**Run 1: clock nets**

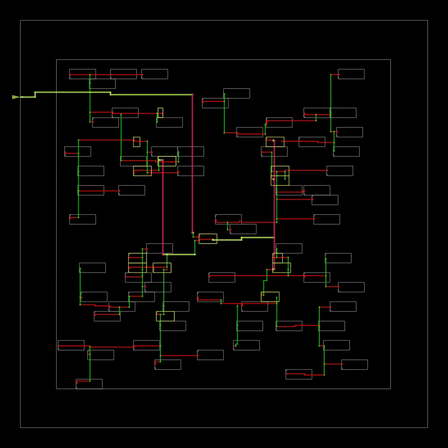
**Run 1: cell sizes after repair**

Drawn at 4 px/micron.
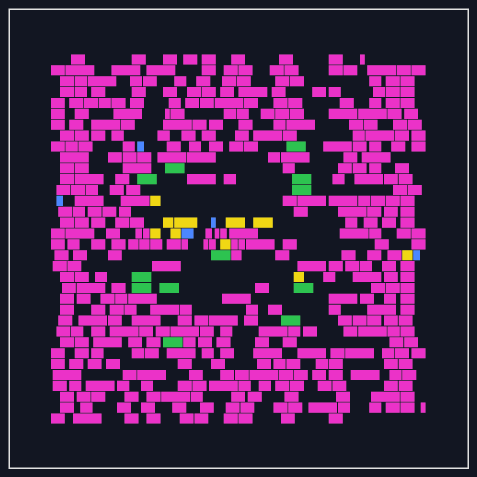
**Run 1: the metal 3 layer**

Drawn at 4 px/micron.
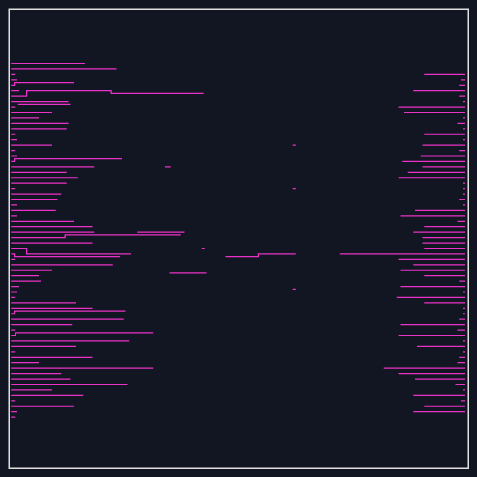
**src/rtl/exec_operand_pkg.sv**
```systemverilog
// Shared operand-select encodings and constants for the execute operand stage.
package exec_operand_pkg;

  localparam int OP_SEL_W = 2;
  localparam int X0_ADDR  = 0;

  typedef enum logic [OP_SEL_W-1:0] {
    OP1_RS1   = 2'b00,
    OP1_PC    = 2'b01,
    OP1_ZERO  = 2'b10,
    OP1_ZERO2 = 2'b11
  } op1_sel_t;

  typedef enum logic [OP_SEL_W-1:0] {
    OP2_RS2  = 2'b00,
    OP2_IMM  = 2'b01,
    OP2_ONE  = 2'b10,
    OP2_ZERO = 2'b11
  } op2_sel_t;

endpackage

```
**src/rtl/execute_operand_stage_fwd_select.sv**
```systemverilog
// Combinational forwarding selector for one register operand; the lowest
// matching source index wins and x0 is never forwarded.
module fwd_select
  import exec_operand_pkg::*;
#(
  parameter int NUM_FWD    = 2,
  parameter int DATA_WIDTH = 32,
  parameter int REG_ADDR_W = 5
) (
  input  logic [REG_ADDR_W-1:0]         rs_addr,
  input  logic [DATA_WIDTH-1:0]         rs_data,
  input  logic [NUM_FWD-1:0]            fwd_valid,
  input  logic [NUM_FWD*REG_ADDR_W-1:0] fwd_rd,
  input  logic [NUM_FWD*DATA_WIDTH-1:0] fwd_data,
  output logic [DATA_WIDTH-1:0]         data,
  output logic                          hit
);

  logic w_not_x0;

  assign w_not_x0 = (rs_addr != REG_ADDR_W'(X0_ADDR));

  // Walk from the oldest source down so the youngest match is written last.
  always_comb begin
    data = rs_data;
    hit  = 1'b0;
    for (int i = NUM_FWD - 1; i >= 0; i--) begin
      if (w_not_x0 && fwd_valid[i] &&
          (fwd_rd[i*REG_ADDR_W +: REG_ADDR_W] == rs_addr)) begin
        data = fwd_data[i*DATA_WIDTH +: DATA_WIDTH];
        hit  = 1'b1;
      end
    end
  end

endmodule

```
**src/rtl/execute_operand_stage.sv**
```systemverilog
// Operand select + forwarding + one-entry output register for the ALU.
// Forwarding is built only when OPERAND_FWD_EN is defined.
module execute_operand_stage
  import exec_operand_pkg::*;
#(
  parameter int DATA_WIDTH = 32,
  parameter int NUM_FWD    = 2,
  parameter int REG_ADDR_W = 5
) (
  input  logic                          clk,
  input  logic                          reset,
  input  logic                          flush,
  input  logic                          in_valid,
  output logic                          in_ready,
  input  logic [REG_ADDR_W-1:0]         rs1_addr,
  input  logic [REG_ADDR_W-1:0]         rs2_addr,
  input  logic [DATA_WIDTH-1:0]         rs1_data,
  input  logic [DATA_WIDTH-1:0]         rs2_data,
  input  logic [DATA_WIDTH-1:0]         pc,
  input  logic [DATA_WIDTH-1:0]         immediate,
  input  logic [OP_SEL_W-1:0]           op1_sel,
  input  logic [OP_SEL_W-1:0]           op2_sel,
  input  logic [NUM_FWD-1:0]            fwd_valid,
  input  logic [NUM_FWD*REG_ADDR_W-1:0] fwd_rd,
  input  logic [NUM_FWD*DATA_WIDTH-1:0] fwd_data,
  output logic                          out_valid,
  input  logic                          out_ready,
  output logic [DATA_WIDTH-1:0]         alu_in1,
  output logic [DATA_WIDTH-1:0]         alu_in2,
  output logic                          fwd_hit1,
  output logic                          fwd_hit2
);

  logic                  r_out_valid;
  logic [DATA_WIDTH-1:0] r_alu_in1;
  logic [DATA_WIDTH-1:0] r_alu_in2;
  logic                  r_fwd_hit1;
  logic                  r_fwd_hit2;

  logic [DATA_WIDTH-1:0] w_rs1_val;
  logic [DATA_WIDTH-1:0] w_rs2_val;
  logic                  w_rs1_hit;
  logic                  w_rs2_hit;
  logic [DATA_WIDTH-1:0] w_op1;
  logic [DATA_WIDTH-1:0] w_op2;
  logic                  w_hit1;
  logic                  w_hit2;
  logic                  w_capture;

`ifdef OPERAND_FWD_EN
  fwd_select #(
    .NUM_FWD(NUM_FWD), .DATA_WIDTH(DATA_WIDTH), .REG_ADDR_W(REG_ADDR_W)
  ) u_fwd_rs1 (
    .rs_addr(rs1_addr), .rs_data(rs1_data), .fwd_valid(fwd_valid),
    .fwd_rd(fwd_rd), .fwd_data(fwd_data), .data(w_rs1_val), .hit(w_rs1_hit)
  );

  fwd_select #(
    .NUM_FWD(NUM_FWD), .DATA_WIDTH(DATA_WIDTH), .REG_ADDR_W(REG_ADDR_W)
  ) u_fwd_rs2 (
    .rs_addr(rs2_addr), .rs_data(rs2_data), .fwd_valid(fwd_valid),
    .fwd_rd(fwd_rd), .fwd_data(fwd_data), .data(w_rs2_val), .hit(w_rs2_hit)
  );
`else
  logic w_unused_fwd;

  assign w_unused_fwd = ^{fwd_valid, fwd_rd, fwd_data, rs1_addr, rs2_addr};
  assign w_rs1_val    = rs1_data;
  assign w_rs2_val    = rs2_data;
  assign w_rs1_hit    = 1'b0;
  assign w_rs2_hit    = 1'b0;
`endif

  always_comb begin
    w_op1  = '0;
    w_hit1 = 1'b0;
    case (op1_sel_t'(op1_sel))
      OP1_RS1: begin
        w_op1  = w_rs1_val;
        w_hit1 = w_rs1_hit;
      end
      OP1_PC:  w_op1 = pc;
      default: w_op1 = '0;
    endcase
  end

  always_comb begin
    w_op2  = '0;
    w_hit2 = 1'b0;
    case (op2_sel_t'(op2_sel))
      OP2_RS2: begin
        w_op2  = w_rs2_val;
        w_hit2 = w_rs2_hit;
      end
      OP2_IMM: w_op2 = immediate;
      OP2_ONE: w_op2 = DATA_WIDTH'(1);
      default: w_op2 = '0;
    endcase
  end

  // Handshake: an entry moves when valid && ready on a rising edge; the held
  // entry stays stable while out_valid && !out_ready; a drain and a new
  // capture may happen on the same edge; flush drops both held and incoming.
  assign in_ready  = !r_out_valid || out_ready;
  assign w_capture = in_valid && in_ready && !flush;

  always_ff @(posedge clk) begin
    if (reset) begin
      r_out_valid <= 1'b0;
      r_alu_in1   <= '0;
      r_alu_in2   <= '0;
      r_fwd_hit1  <= 1'b0;
      r_fwd_hit2  <= 1'b0;
    end else if (flush) begin
      r_out_valid <= 1'b0;
    end else if (w_capture) begin
      r_out_valid <= 1'b1;
      r_alu_in1   <= w_op1;
      r_alu_in2   <= w_op2;
      r_fwd_hit1  <= w_hit1;
      r_fwd_hit2  <= w_hit2;
    end else if (out_ready) begin
      r_out_valid <= 1'b0;
    end
  end

  assign out_valid = r_out_valid;
  assign alu_in1   = r_alu_in1;
  assign alu_in2   = r_alu_in2;
  assign fwd_hit1  = r_fwd_hit1;
  assign fwd_hit2  = r_fwd_hit2;

endmodule
```
**config.mk**
```make
export PLATFORM = sky130hd
export DESIGN_NAME = execute_operand_stage
export DESIGN_NICKNAME = d
export VERILOG_FILES = /design/src/rtl/exec_operand_pkg.sv /design/src/rtl/execute_operand_stage_fwd_select.sv /design/src/rtl/execute_operand_stage.sv
export SDC_FILE = /design/constraint.sdc
export NUM_CORES = 1
export LEC_CHECK = 0
export CORE_MARGIN = 10
export CORE_UTILIZATION = 31
export CTS_CLUSTER_DIAMETER = 80
export DETAILED_ROUTE_END_ITERATION = 16
export HOLD_SLACK_MARGIN = 0.05
export PLACE_DENSITY_LB_ADDON = 0.15
export SLEW_MARGIN = 30
export SYNTH_ARGS = -nofsm -noshare
export SYNTH_HDL_FRONTEND = slang
export SYNTH_HIERARCHICAL = 1
export SYNTH_SLANG_ARGS = --single-unit
```
**constraint.sdc**
```tcl
create_clock -name clk -period 2.83 [get_ports clk]
set_input_delay 0.566 -clock clk [delete_from_list [all_inputs] [get_ports clk]]
set_output_delay 0.566 -clock clk [all_outputs]
set_load 0.01 [all_outputs]
```
==> summary.json, run 1 <==
{
  "top_cells_by_area": {"value": "dfxtp_1, mux2i_1, o2bb2ai_1"},
  "cp_slowest_cell": {"value": "clkdlybuf4s50_1"},
  "worst_setup_path_end_kind": {"value": "primary output"},
  "finalCriticalPeriod": {"value": 2410, "unit": "ps"},
  "lay_top_cells": {"value": "clkdlybuf4s50_1, dfxtp_1, mux2i_1"},
  "placementRows": {"value": 34},
  "ratio_of_cells_with_drive_above_1_in_the_final_layout": {"value": 0.0622},
  "wl_per_cell": {"value": 18.7, "unit": "microns"},
  "critical_path_peak_fanout": {"value": 5},
  "dp.final_hpwl": {"value": 8120, "unit": "microns"},
  "crit_required": {"value": 2260, "unit": "ps"},
  "capture_instance_of_the_worst_register_to_register_path": {"value": "alu_in2[7]"},
  "flop_area": {"value": 0.00130, "unit": "sq mm"},
  "placer_congestion": {"value": 0.726},
  "placed_cells": {"value": 527},
  "maxCapViolations": {"value": 0},
  "area.combinational": {"value": 0.00131, "unit": "sq mm"},
  "p_clk_frac": {"value": 0.343},
  "timing.reg2reg.worst_path_depth": {"value": 5},
  "clock_area_frac": {"value": 0.0363},
  "finish.utilization": {"value": 0.575},
  "post_cts.resized_instances": {"value": 0},
  "hold_violations": {"value": 0},
  "via_count": {"value": 2584},
  "top_cell": {"value": "dfxtp_1"},
  "combPwrFrac": {"value": 0.201},
  "hold_slack": {"value": 459, "unit": "ps"},
  "ys_async_sr_fraction": {"value": 0},
  "grt.met2_usage": {"value": 0.226},
  "nNetsFinal": {"value": 653},
  "initCoreUtil": {"value": 0.318},
  "floorplan.io_pins": {"value": 291},
  "hold_critical_path_depth": {"value": 1},
  "via_per_inst": {"value": 4.77},
  "top_layer": {"value": "met4"},
  "comb-cell-share": {"value": 0.263},
  "yosys.stat.seqShare": {"value": 0.471},
  "hold_path.startpoint": {"value": "alu_in1[31]"},
  "finalCritPeriodShare": {"value": 0.852},
  "power.total": {"value": 2.11, "unit": "mW"},
  "largest_area_class_layout": {"value": "buffers"},
  "stage_log_warnings": {"value": 112},
  "synth_stat.cells": {"value": 232},
  "slew_viol_final": {"value": 0},
  "cts_made_buffers": {"value": 9},
  "tritoncts_num_sinks": {"value": 65},
  "timing_worst_setup_path_type": {"value": "in -> out"},
  "placement.setup.worst_slack": {"value": 436, "unit": "ps"},
  "powerDensity": {"value": 423, "unit": "mW/mm^2"},
  "holdPathEnd": {"value": "alu_in1[31]"},
  "layout_top_cell_excl_fill_tap": {"value": "clkdlybuf4s50_1"},
  "post_synthesis_cell_area": {"value": 0.00276, "unit": "sq mm"},
  "design.die.area": {"value": 0.0131, "unit": "sq mm"},
  "core-area": {"value": 0.00868, "unit": "sq mm"},
  "power.static_leakage": {"value": 1.92, "unit": "nW"},
  "grt_remaining_overflow": {"value": 0},
  "critical_path.cell_chain": {"value": "clkdlybuf4s50_1, nor2b_4, inv_2, clkdlybuf4s50_1"},
  "gr-usage-all-layers": {"value": 0.148},
  "syn_area_per_cell": {"value": 11.9, "unit": "sq um"},
  "worstHoldPathType": {"value": "reg -> reg"},
  "final-setup-viol-count": {"value": 0},
  "detail_route.first_pass.iterations": {"value": 4},
  "max_clock_freq": {"value": 0.415, "unit": "GHz"},
  "num-multi-input-gates": {"value": 145},
  "netlist-cell-type-count": {"value": 22},
  "status": {"value": "finished, final reports clean"},
  "drt_first_iter_violations": {"value": 78},
  "synth-warning-count": {"value": 6},
  "area_growth_syn_to_layout": {"value": 80.8, "unit": "%"},
  "switching_share": {"value": 0.237},
  "flops": {"value": 65},
  "internal_power": {"value": 1.61, "unit": "mW"},
  "clock_tree.buffer_depth": {"value": 2},
  "cts_setup_buffers": {"value": 0},
  "grt_setup_unrepaired": {"value": "no"},
  "grt_pass1_wl": {"value": 15300, "unit": "microns"},
  "h-tree-depth": {"value": 3},
  "top_area_cell": {"value": "dfxtp_1"},
  "fillCellCount": {"value": 754},
  "ys_ff": {"value": 65},
  "busiest_layer": {"value": "met2"},
  "cts.clk_slew.worst_paths": {"value": 60, "unit": "ps"},
  "die_x": {"value": 114, "unit": "microns"},
  "cts.root.buffer_cell": {"value": "clkbuf_8"},
  "tritoncts_clock_tree": {"value": "built"},
  "flop_cell": {"value": "dfxtp_1"},
  "fin_cells": {"value": 542},
  "top_cells_by_instance_count_after_synthesis": {"value": "dfxtp_1, mux2i_1, o2bb2ai_1, buf_2, buf_6"},
  "first_global_vias": {"value": 2795},
  "seq-cell-share": {"value": 0.261},
  "tightest_slew": {"value": 516, "unit": "ps"},
  "postCtsHoldBufs": {"value": 0},
  "wirelength_met1": {"value": 4180, "unit": "microns"},
  "critical-path-top-delay-family": {"value": "buffers and inverters"},
  "met2_length": {"value": 4420, "unit": "microns"},
  "tapCellCount": {"value": 108},
  "y_dimension_of_the_die": {"value": 114, "unit": "microns"},
  "met3RoutedLength": {"value": 1450, "unit": "microns"},
  "ant_nets": {"value": 0},
  "timing.critical_path.slowest_cell_delay": {"value": 580, "unit": "ps"},
  "worstPathArrival": {"value": 1840, "unit": "ps"},
  "maxSlewHeadroom": {"value": 0.656},
  "p_sw": {"value": 0.500, "unit": "mW"},
  "timing.rr.start": {"value": "out_valid"},
  "setup.reg_to_reg.worst_slack": {"value": 1390, "unit": "ps"},
  "seq_power_share": {"value": 0.456},
  "syn-instance-count": {"value": 232},
  "grt_start_max_net_pins": {"value": 41},
  "layout.buffer.nonclock.area_share": {"value": 0.412},
  "synthDominantCellAreaShare": {"value": 0.471},
  "cp-startpoint": {"value": "out_ready"},
  "cp_num_cells": {"value": 4},
  "finalSetupTns": {"value": 0, "unit": "ps"},
  "placement.io_buffers": {"value": 202},
  "count_of_library_flops_with_an_enable_pin": {"value": 0},
  "synth-area-yosys": {"value": 0.00276, "unit": "sq mm"},
  "groute.layer.met1.usage": {"value": 0.169},
  "crit_buf_inv": {"value": 3},
  "nonClockInverterCount": {"value": 1},
  "worst_setup_path_endpoint": {"value": "in_ready"},
  "peakVddDrop": {"value": 0.271, "unit": "mV"},
  "drc": {"value": 0},
  "insertedDiodeCount": {"value": 0},
  "place_area": {"value": 0.00481, "unit": "sq mm"},
  "antenna_found_initial": {"value": 0},
  "critical-path-top-cell-by-count": {"value": "clkdlybuf4s50_1"},
  "timing.critical_path.from_type": {"value": "input pin"}
}
About 'clock nets':
final-layout clock buffer total: 13
Clock Skews: 7.53 ps
power attributed to the clock group: 0.724 mW
clock network latency to the later pin of the worst-skew pair: 320 ps

About 'cell sizes after repair':
Key: x6 and larger = green [cells 12]; x1 and smaller = magenta [cells 407]; x2 = blue [cells 5]; x3 and x4 = yellow [cells 10]
number of signal-net buffers in the layout: 208
final setup margin: 419 ps
Finished Cell Area: 0.00499 sq mm

About 'the metal 3 layer':
The layer holds 14% of the routed length. The longest straight run is 35.2 microns.
met3 Usage GRT: 0.0943
Routed WL: 10100 microns

[run 1: power groups by stage]
| stage | sequential [mW] | combinational (mW) | clock [mW] |
|---|---|---|---|
| 2_1_floorplan | 0.997 | 0.142 | 0 |
| 5_1_grt | 0.966 | 0.458 | 0.789 |
| 6_report | 0.962 | 0.425 | 0.724 |
| 4_1_cts | 0.962 | 0.430 | 0.750 |
| 3_3_place_gp | 0.982 | 0.425 | 0 |
| 3_5_place_dp | 0.982 | 0.430 | 0 |
[run 1: logic make-up (layout without fill, tap and decap cells)]
family,after synthesis,after routing,share of synthesized area
flip-flops,65,65,0.471
other,1,2,0.00136
multiplexers,63,63,0.228
AND-OR/OR-AND,68,68,0.214
buffers and inverters,23,224,0.0544
AND/OR/NAND/NOR,12,12,0.0304
==> inputs of run 2 (changes only) <==
--- a/config.mk
+++ b/config.mk
@@ -9,7 +9,7 @@
 export CORE_UTILIZATION = 31
 export CTS_CLUSTER_DIAMETER = 80
 export DETAILED_ROUTE_END_ITERATION = 16
-export HOLD_SLACK_MARGIN = 0.05
+export HOLD_SLACK_MARGIN = 0.15
 export PLACE_DENSITY_LB_ADDON = 0.15
 export SLEW_MARGIN = 30
 export SYNTH_ARGS = -nofsm -noshare
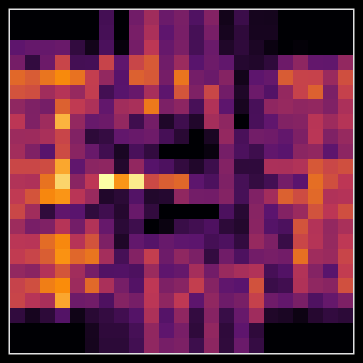
**Above:** run 2 (routed metal per tile).
Drawn at 3 px/micron. The die is cut into 23 by 23 equal tiles; black is low, pale yellow is high, scaled to the fullest tile. Values are wire area over tile area, all layers added.
The fullest tile reaches 0.44. 17% of the tiles are over half the peak. 12% of the tiles are nearly empty. The densest ninth of the die: west. The mean over all tiles is 0.13.
via count: 2584
average routed wire per standard cell: 18.7 microns

==> run 2 against run 1 <==
  * Clock skew stayed put
  * Clock power hardly changed
  * Maximum frequency stayed put
  * Synthesized cell count stayed put
  * Register-to-register slack hardly changed
  * Critical path depth stayed put
  * Via count stayed put
  * Combinational power hardly changed
  * Sequential cell count stayed put
  * Global-route usage stayed put
  * Sequential power hardly changed
  * First-iteration DRC count stayed put
  * Critical path type unchanged
==> summary.json, run 2 <==
{
  "status": {"value": "finished, final reports clean"},
  "ant_nets": {"value": 0, "change": "unchanged"},
  "layout_top_cell_excl_fill_tap": {"value": "clkdlybuf4s50_1"},
  "clock_skew": {"value": 7.53, "unit": "ps", "change": "unchanged"},
  "seq_power_share": {"value": 0.456, "change": "about the same"},
  "powerDensity": {"value": 423, "unit": "mW/mm^2", "change": "unchanged"},
  "cts_setup_buffers": {"value": 0, "change": "unchanged"},
  "top_cells_by_area": {"value": "dfxtp_1, mux2i_1, o2bb2ai_1"},
  "hold_path.startpoint": {"value": "alu_in1[31]"},
  "global_route.usage.met3": {"value": 0.0943, "change": "unchanged"},
  "placed_cells": {"value": 527, "change": "unchanged"},
  "setup.reg_to_reg.worst_slack": {"value": 1390, "unit": "ps", "change": "about the same"},
  "grt.met2_usage": {"value": 0.226, "change": "unchanged"},
  "final-setup-viol-count": {"value": 0, "change": "unchanged"},
  "top_cells_by_instance_count_after_synthesis": {"value": "dfxtp_1, mux2i_1, o2bb2ai_1, buf_2, buf_6"},
  "postCtsHoldBufs": {"value": 0, "change": "unchanged"},
  "floorplan.io_pins": {"value": 291, "change": "unchanged"},
  "timing.rr.start": {"value": "out_valid"},
  "critical-path-top-cell-by-count": {"value": "clkdlybuf4s50_1"},
  "p_sw": {"value": 0.500, "unit": "mW", "change": "unchanged"},
  "area_growth_syn_to_layout": {"value": 80.8, "unit": "%", "change": "unchanged"},
  "dp.final_hpwl": {"value": 8120, "unit": "microns", "change": "unchanged"},
  "y_dimension_of_the_die": {"value": 114, "unit": "microns", "change": "unchanged"},
  "busiest_layer": {"value": "met2"},
  "syn_area_per_cell": {"value": 11.9, "unit": "sq um", "change": "unchanged"},
  "finalCriticalPeriod": {"value": 2410, "unit": "ps", "change": "unchanged"},
  "finish.utilization": {"value": 0.575, "change": "unchanged"},
  "cp-startpoint": {"value": "out_ready"},
  "combPwrFrac": {"value": 0.201, "change": "about the same"},
  "ys_async_sr_fraction": {"value": 0, "change": "unchanged"},
  "netlist-cell-type-count": {"value": 22, "change": "unchanged"},
  "power.total": {"value": 2.11, "unit": "mW", "change": "unchanged"},
  "clock_insertion_delay_worst_skew": {"value": 320, "unit": "ps", "change": "about the same"},
  "top_layer": {"value": "met4"},
  "core-area": {"value": 0.00868, "unit": "sq mm", "change": "unchanged"},
  "totalWireLength": {"value": 10100, "unit": "microns", "change": "unchanged"},
  "critical_path.cell_chain": {"value": "clkdlybuf4s50_1, nor2b_4, inv_2, clkdlybuf4s50_1"},
  "peakVddDrop": {"value": 0.271, "unit": "mV", "change": "unchanged"},
  "antenna_found_initial": {"value": 0, "change": "unchanged"},
  "maxCapViolations": {"value": 0, "change": "unchanged"},
  "tightest_slew": {"value": 516, "unit": "ps", "change": "unchanged"},
  "detail_route.first_pass.iterations": {"value": 4, "change": "unchanged"},
  "worstHoldPathType": {"value": "reg -> reg"},
  "final_cell_area": {"value": 0.00499, "unit": "sq mm", "change": "unchanged"},
  "placement.setup.worst_slack": {"value": 436, "unit": "ps", "change": "unchanged"},
  "top_area_cell": {"value": "dfxtp_1"},
  "finalSetupTns": {"value": 0, "unit": "ps", "change": "unchanged"},
  "post_cts.resized_instances": {"value": 0, "change": "unchanged"},
  "met2_length": {"value": 4420, "unit": "microns", "change": "unchanged"},
  "post_synth_fa_ha_maj_area_fraction": {"value": 0, "change": "unchanged"},
  "post_synth_mux_share": {"value": 0.228, "change": "unchanged"},
  "fin_cells": {"value": 542, "change": "unchanged"},
  "power.clock.total": {"value": 0.724, "unit": "mW", "change": "about the same"},
  "grt_remaining_overflow": {"value": 0, "change": "unchanged"},
  "cts.clk_slew.worst_paths": {"value": 60, "unit": "ps", "change": "about the same"},
  "placementRows": {"value": 34, "change": "unchanged"},
  "finalCritPeriodShare": {"value": 0.852, "change": "unchanged"},
  "met3RoutedLength": {"value": 1450, "unit": "microns", "change": "unchanged"},
  "timing_worst_setup_path_type": {"value": "in -> out"},
  "via_per_inst": {"value": 4.77, "change": "unchanged"},
  "hold_critical_path_depth": {"value": 1, "change": "unchanged"},
  "powerComb": {"value": 0.425, "unit": "mW", "change": "about the same"},
  "syn-instance-count": {"value": 232, "change": "unchanged"},
  "timing.critical_path.from_type": {"value": "input pin"},
  "synth_xor_xnor_area_share": {"value": 0, "change": "unchanged"},
  "grt_pass1_wl": {"value": 15300, "unit": "microns", "change": "unchanged"},
  "complex_gates_by_area": {"value": 0.214, "change": "unchanged"},
  "post_synth_main_logic_family": {"value": "multiplexers"},
  "p_clk_frac": {"value": 0.343, "change": "about the same"},
  "crit_required": {"value": 2260, "unit": "ps", "change": "about the same"},
  "power.static_leakage": {"value": 1.92, "unit": "nW", "change": "unchanged"},
  "top_cell": {"value": "dfxtp_1"},
  "design.die.area": {"value": 0.0131, "unit": "sq mm", "change": "unchanged"},
  "h-tree-depth": {"value": 3, "change": "unchanged"},
  "hold_violations": {"value": 0, "change": "unchanged"},
  "count_of_library_flops_with_an_enable_pin": {"value": 0, "change": "unchanged"},
  "seq_cell_power": {"value": 0.962, "unit": "mW", "change": "about the same"},
  "internal_power": {"value": 1.61, "unit": "mW", "change": "unchanged"},
  "worstPathArrival": {"value": 1840, "unit": "ps", "change": "about the same"},
  "hold_slack": {"value": 459, "unit": "ps", "change": "unchanged"},
  "ratio_of_cells_with_drive_above_1_in_the_final_layout": {"value": 0.0622, "change": "unchanged"},
  "initCoreUtil": {"value": 0.318, "change": "unchanged"},
  "nNetsFinal": {"value": 653, "change": "unchanged"},
  "placer_congestion": {"value": 0.726, "change": "unchanged"},
  "grt_start_max_net_pins": {"value": 41, "change": "unchanged"},
  "tritoncts_clock_tree": {"value": "built"},
  "wirelength_met1": {"value": 4180, "unit": "microns", "change": "unchanged"},
  "flop_cell": {"value": "dfxtp_1"},
  "drt_first_iter_violations": {"value": 78, "change": "unchanged"},
  "stage_log_warnings": {"value": 112, "change": "unchanged"},
  "maxSlewHeadroom": {"value": 0.656, "change": "unchanged"},
  "die_x": {"value": 114, "unit": "microns", "change": "unchanged"},
  "power-top-group": {"value": "sequential cells"},
  "synth-area-yosys": {"value": 0.00276, "unit": "sq mm", "change": "unchanged"},
  "worst_setup_path_endpoint": {"value": "in_ready"},
  "capture_instance_of_the_worst_register_to_register_path": {"value": "alu_in2[7]"},
  "post_synth_and_or_nand_nor_area_fraction": {"value": 0.0304, "change": "unchanged"},
  "worst_setup_path_end_kind": {"value": "primary output"},
  "place_area": {"value": 0.00481, "unit": "sq mm", "change": "unchanged"},
  "groute.layer.met1.usage": {"value": 0.169, "change": "unchanged"},
  "synthDominantCellAreaShare": {"value": 0.471, "change": "unchanged"},
  "ys_ff": {"value": 65, "change": "unchanged"},
  "synth_stat.cells": {"value": 232, "change": "unchanged"},
  "switching_share": {"value": 0.237, "change": "unchanged"},
  "insertedDiodeCount": {"value": 0, "change": "unchanged"},
  "cp_slowest_cell": {"value": "clkdlybuf4s50_1"},
  "drc": {"value": 0, "change": "unchanged"},
  "placement.io_buffers": {"value": 202, "change": "unchanged"},
  "worst_slack": {"value": 419, "unit": "ps", "change": "unchanged"},
  "first_global_vias": {"value": 2795, "change": "unchanged"},
  "clock_tree.buffer_depth": {"value": 2, "change": "unchanged"},
  "lay_top_cells": {"value": "clkdlybuf4s50_1, dfxtp_1, mux2i_1"},
  "slew_viol_final": {"value": 0, "change": "unchanged"},
  "cts.root.buffer_cell": {"value": "clkbuf_8"},
  "gr-usage-all-layers": {"value": 0.148, "change": "unchanged"},
  "yosys.stat.seqShare": {"value": 0.471, "change": "unchanged"},
  "timing.reg2reg.worst_path_depth": {"value": 5, "change": "unchanged"},
  "synth-warning-count": {"value": 6, "change": "unchanged"},
  "grt_setup_unrepaired": {"value": "no"},
  "critical_path_peak_fanout": {"value": 5, "change": "unchanged"},
  "timing.critical_path.slowest_cell_delay": {"value": 580, "unit": "ps", "change": "about the same"},
  "max_clock_freq": {"value": 0.415, "unit": "GHz", "change": "unchanged"},
  "post_synthesis_cell_area": {"value": 0.00276, "unit": "sq mm", "change": "unchanged"},
  "holdPathEnd": {"value": "alu_in1[31]"}
}
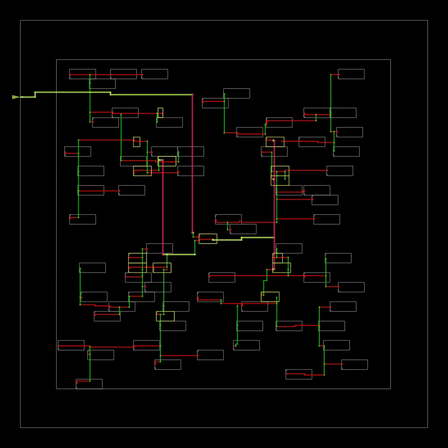
**Above:** run 2 (clock nets).
# clock sinks: 65
number of buffers created by CTS: 9
sequential cell count: 65

-- run 2: cell counts in the layout (fill, tap and decap cells not counted) --
No cell type changed its count.
-- run 2: area by class of cell --
type                    instances  area, sq um
fillers                       754         3690
repair buffers                208         2060
multi-input cells             145         1310
clock buffers                  13          169
well taps                     108          135
clock inverters                 2         12.5
inverters                       1         3.75
flip-flops and latches         65         1300
-- run 2: cells by family (layout without fill, tap and decap cells) --
logic type / count (synthesis) / after routing
multiplexers: 63 / 63
flip-flops: 65 / 65
other: 1 / 2
AND/OR/NAND/NOR: 12 / 12
buffers and inverters: 23 / 224
AND-OR/OR-AND: 68 / 68
-- run 2: critical path, delay by kind of cell --
| kind | cells | cell delay (ps) |
|---|---|---|
| and+or+nand+nor | 1 | 70 |
| buffers and inverters | 3 | 1200 |
No activity file was given, so power comes from the tool's default toggle rates.
